[src/rtl/kernel_switch_ctrl.sv]
// kernel_switch_ctrl
//   Frame-synchronous owner of the 3x3 kernel ROM address. A host request
//   (valid/ready) or an auto-mode step is applied only on i_frame_start. The
//   coefficient set is flagged valid once the ROM's registered output has
//   settled. The block also supplies the per-kernel normalisation shift and bias.
//
// Ports
//   i_clk, i_rst_n      clock, asynchronous active-low reset
//   i_frame_start       one-cycle pulse ahead of each frame
//   i_auto_mode         1 = step through kernels every FRAMES_PER_STEP frames
//   i_req_valid/kernel  host request; o_req_ready = no request pending
//   o_req_err           pulse: accepted request was out of range and dropped
//   o_kernel_address    kernel ROM address
//   o_kernel_valid      ROM coefficients stable for o_kernel_address
//   o_norm_shift/o_bias normalisation for the MAC stage
//   o_switch_done       pulse: a host-requested switch has completed
//
// State  | meaning
// LOAD   | address just changed, waiting LOAD_LATENCY cycles for the ROM
// ACTIVE | coefficients stable, frame starts may trigger a switch
module kernel_switch_ctrl #(
  parameter int KERNEL_ADDR_WIDTH = 3,
  parameter int NUM_KERNELS       = 8,
  parameter int LOAD_LATENCY      = 1,
  parameter int FRAMES_PER_STEP   = 60,
  parameter int FRAME_CNT_WIDTH   = 8
) (
  input  logic                         i_clk,
  input  logic                         i_rst_n,
  input  logic                         i_frame_start,
  input  logic                         i_auto_mode,
  input  logic                         i_req_valid,
  input  logic [KERNEL_ADDR_WIDTH-1:0] i_req_kernel,
  output logic                         o_req_ready,
  output logic                         o_req_err,
  output logic [KERNEL_ADDR_WIDTH-1:0] o_kernel_address,
  output logic                         o_kernel_valid,
  output logic [3:0]                   o_norm_shift,
  output logic [7:0]                   o_bias,
  output logic                         o_switch_done
);

  localparam int KW  = KERNEL_ADDR_WIDTH;
  localparam int LCW = (LOAD_LATENCY > 1) ? $clog2(LOAD_LATENCY) : 1;
  localparam logic [LCW-1:0]             LOAD_LAST   = LCW'(LOAD_LATENCY - 1);
  localparam logic [FRAME_CNT_WIDTH-1:0] FRAME_LAST  = FRAME_CNT_WIDTH'(FRAMES_PER_STEP - 1);
  localparam logic [KW-1:0]              KERNEL_LAST = KW'(NUM_KERNELS - 1);
  localparam logic [KW:0]                KERNEL_LIM  = (KW + 1)'(NUM_KERNELS);

  typedef enum logic {S_LOAD = 1'b0, S_ACTIVE = 1'b1} state_t;

  state_t                     state, state_nxt;
  logic [LCW-1:0]             load_cnt, load_cnt_nxt;
  logic                       pending, pending_nxt;
  logic [KW-1:0]              pend_idx, pend_idx_nxt;
  logic                       host_load, host_load_nxt;
  logic [FRAME_CNT_WIDTH-1:0] frame_cnt, frame_cnt_nxt;
  logic [KW-1:0]              addr_nxt, cand;
  logic                       valid_nxt, err_nxt, done_nxt, do_load;
  logic [3:0]                 shift_nxt;
  logic [7:0]                 bias_nxt;

  function automatic logic [11:0] norm_entry(input logic [KW-1:0] idx);
    case (int'(idx))
      5:       norm_entry = {4'd4, 8'd0};
      6:       norm_entry = {4'd0, 8'd128};
      default: norm_entry = 12'd0;
    endcase
  endfunction

  assign o_req_ready = ~pending;

  always_ff @(posedge i_clk or negedge i_rst_n) begin
    if (!i_rst_n) begin
      state            <= S_LOAD;
      load_cnt         <= '0;
      pending          <= 1'b0;
      pend_idx         <= '0;
      host_load        <= 1'b0;
      frame_cnt        <= '0;
      o_kernel_address <= '0;
      o_kernel_valid   <= 1'b0;
      o_norm_shift     <= '0;
      o_bias           <= '0;
      o_req_err        <= 1'b0;
      o_switch_done    <= 1'b0;
    end else begin
      state            <= state_nxt;
      load_cnt         <= load_cnt_nxt;
      pending          <= pending_nxt;
      pend_idx         <= pend_idx_nxt;
      host_load        <= host_load_nxt;
      frame_cnt        <= frame_cnt_nxt;
      o_kernel_address <= addr_nxt;
      o_kernel_valid   <= valid_nxt;
      o_norm_shift     <= shift_nxt;
      o_bias           <= bias_nxt;
      o_req_err        <= err_nxt;
      o_switch_done    <= done_nxt;
    end
  end

  always_comb begin
    state_nxt     = state;
    load_cnt_nxt  = load_cnt;
    pending_nxt   = pending;
    pend_idx_nxt  = pend_idx;
    host_load_nxt = host_load;
    frame_cnt_nxt = frame_cnt;
    addr_nxt      = o_kernel_address;
    valid_nxt     = o_kernel_valid;
    shift_nxt     = o_norm_shift;
    bias_nxt      = o_bias;
    err_nxt       = 1'b0;
    done_nxt      = 1'b0;
    cand          = pend_idx;
    do_load       = 1'b0;

    // Out-of-range requests are consumed (ready stays high) and reported.
    if (i_req_valid && !pending) begin
      if ({1'b0, i_req_kernel} < KERNEL_LIM) begin
        pending_nxt  = 1'b1;
        pend_idx_nxt = i_req_kernel;
      end else begin
        err_nxt = 1'b1;
      end
    end

    if (!i_auto_mode) frame_cnt_nxt = '0;

    case (state)
      S_LOAD: begin
        if (load_cnt == LOAD_LAST) begin
          state_nxt    = S_ACTIVE;
          load_cnt_nxt = '0;
          valid_nxt    = 1'b1;
          // Pending stays set through a host load so no new request slips in.
          if (host_load) begin
            host_load_nxt = 1'b0;
            pending_nxt   = 1'b0;
            done_nxt      = 1'b1;
          end
        end else begin
          load_cnt_nxt = load_cnt + 1'b1;
        end
      end
      S_ACTIVE: begin
        if (i_frame_start) begin
          if (pending) begin
            frame_cnt_nxt = '0;
            cand          = pend_idx;
            if (pend_idx != o_kernel_address) begin
              do_load       = 1'b1;
              host_load_nxt = 1'b1;
            end else begin
              pending_nxt = 1'b0;
              done_nxt    = 1'b1;
            end
          end else if (i_auto_mode) begin
            if (frame_cnt == FRAME_LAST) begin
              frame_cnt_nxt = '0;
              cand    = (o_kernel_address == KERNEL_LAST) ? '0 : o_kernel_address + 1'b1;
              do_load = (cand != o_kernel_address);
            end else begin
              frame_cnt_nxt = frame_cnt + 1'b1;
            end
          end
        end
      end
      default: ;
    endcase

    if (do_load) begin
      addr_nxt               = cand;
      {shift_nxt, bias_nxt}  = norm_entry(cand);
      valid_nxt              = 1'b0;
      state_nxt              = S_LOAD;
      load_cnt_nxt           = '0;
    end
  end

endmodule

[config.mk]
export PLATFORM = sky130hd
export DESIGN_NAME = kernel_switch_ctrl
export DESIGN_NICKNAME = d
export VERILOG_FILES = /design/src/rtl/kernel_switch_ctrl.sv
export SDC_FILE = /design/constraint.sdc
export NUM_CORES = 1
export LEC_CHECK = 0
export CORE_ASPECT_RATIO = 1.2
export CORE_MARGIN = 3
export CORE_UTILIZATION = 53
export DETAILED_ROUTE_END_ITERATION = 16
export PLACE_DENSITY = 0.84
export REMOVE_ABC_BUFFERS = 1
export SLEW_MARGIN = 40
export SYNTH_ARGS = -nofsm -noshare
export SYNTH_HDL_FRONTEND = slang
export SYNTH_SLANG_ARGS = --single-unit
[constraint.sdc]
create_clock -name i_clk -period 3.5 [get_ports i_clk]
set_input_delay 0.875 -clock i_clk [delete_from_list [all_inputs] [get_ports i_clk]]
set_output_delay 0.875 -clock i_clk [all_outputs]
set_load 0.02 [all_outputs]
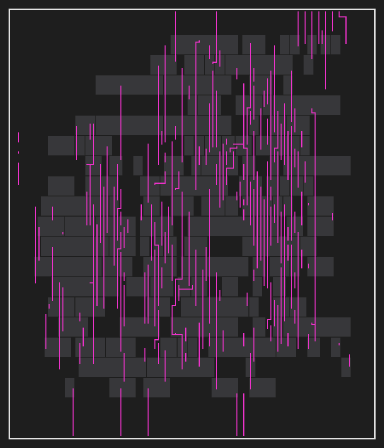
Figure 1: met2 routing.
Cells faint in the background.
longest straight run: 30.8 um
nets with wire on the layer: 127
wire length on this layer: 1050 um
share of all routed wire: 52%

==> results.txt <==
Worst Path Arrival - 2.70 ns
Flop count - 21
RSZ-0062 raised after global routing - no
Part of the power in the clock network - 0.113
CTS max path bufs - 2
Net switching share of the total power - 0.393
Setup slack after layout - 0.992 ns
Share of cells above drive strength 1 - 0.119
GRT overflow - 0
Clk tree area frac - 0.0196
Worst slack, placed - 0.683 ns
Ys cells - 117
Kind of critical path - primary input to register
P_sw - 0.000388 W
Final-report max-slew violation count - 0
Status - finished clean
Hold Path Class - primary input to asynchronous set/reset pin
Die height - 57.7 um
Worst Max-Slew Pin Slew - 0.500 ns
Final instance area - 1340 um2
Sequential Power Share - 0.410
Count leader, synth - dfrtp_1
Cells after synthesis - 117
CP max stage cell - clkdlybuf4s50_1
Fin Setup TNS - 0 ns
Ys async rst share - 1.00
Slew HR - 0.664
Met1 wire length - 875 um
Cts hold-fix bufs - 0
Startpoint Class - primary input
Wire length per cell - 12.2 um
GPL Wtd Cong - 0.839
Synthesis Warnings - 0
Met3 Track Usage GR - 0.0411
Comb area share - 0.438
Area share, top type - 0.445
Top Family by Delay on Critical Path - simple AND/OR/NAND/NOR gates
Comb gate area - 588 um2
Layout net count - 146
Highest metal used - met3
Final setup fails - 0
Bufs w/o clock - 15
Seq/Total Area, Yosys - 0.445
Vias in the first global route - 807
Worst Setup End Kind - register
Design Power - 0.000988 W
Register Area - 526 um2
Post-Route WL - 2000 um
Cts bufs inserted - 3
CTS Sinks - 21
Worst-Skew Late Latency - 0.29 ns
I/O Buffers - 15
Clock skew - 0.00146 ns
Vias per cell - 5.00
Layout area overhead - 13.6%
Synth Flop Type - dfrtp_1
Multi-In Gates - 89
Met2 Resource Use GR - 0.264
CP required - 3.69 ns
I/O Pins - 27
Root Buffer - clkbuf_4
Ant diodes - 0
Slowest stage delay, CP - 0.50 ns
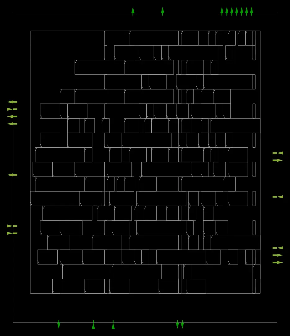
Figure 2: cell outlines without signal wires.
# rows: 18
Final Util: 0.640
fin cells: 164
Seq/total area: 0.392

-- sequential cells by signal, summed over array words and instances, names as in the netlist --
signal            cells
o_switch_done         1
o_kernel_address      3
o_bias                1
frame_cnt             8
o_kernel_valid        1
o_norm_shift          1
pending               1
state                 1
host_load             1
pend_idx              3
-- power by group through the flow --
stage / sequential [W] / combinational, W / clock [W]
final: 0.000405 / 0.000471 / 0.000112
after global routing: 0.000417 / 0.000522 / 0.000128
after CTS: 0.000404 / 0.000478 / 0.000117
after detailed placement: 0.000410 / 0.000474 / 0
after global placement: 0.000406 / 0.000459 / 0
after floorplan: 0.000433 / 0.000290 / 0
-- cell families (layout without fill, tap and decap cells) --
group / count (synthesis) / after routing / synth area share
other cells: 1 / 11 / 0.00317
fa+ha+maj: 3 / 3 / 0.0318
flops: 21 / 21 / 0.445
xor+xnor: 10 / 10 / 0.0742
mux: 9 / 9 / 0.0911
buf+inv: 17 / 24 / 0.0890
simple gates: 44 / 44 / 0.204
compound gates: 12 / 12 / 0.0614
-- layout by cell type (no fill, tap or decap), types with 3 or more instances in the layout --
| master | count |
|---|---|
| nor3_1 | 3 |
| clkbuf_4 | 3 |
| dfrtp_1 | 21 |
| inv_1 | 5 |
| nand3_1 | 5 |
| clkdlybuf4s50_1 | 14 |
| nand4_1 | 3 |
| nand2_1 | 9 |
| conb_1 | 11 |
| mux2_2 | 5 |
| nor2b_1 | 3 |
| nor2_1 | 13 |
| xnor2_1 | 8 |
| ha_1 | 3 |
-- worst reg2reg max path, delay by kind of cell, from the launching register on --
kind / cells / cell delay (ns)
AND/OR/NAND/NOR: 3 / 0.83
adder cells (fa/ha/maj): 1 / 0.21
flip-flops: 1 / 0.43
multiplexers: 2 / 0.62
No activity file was given, so power comes from the tool's default toggle rates.
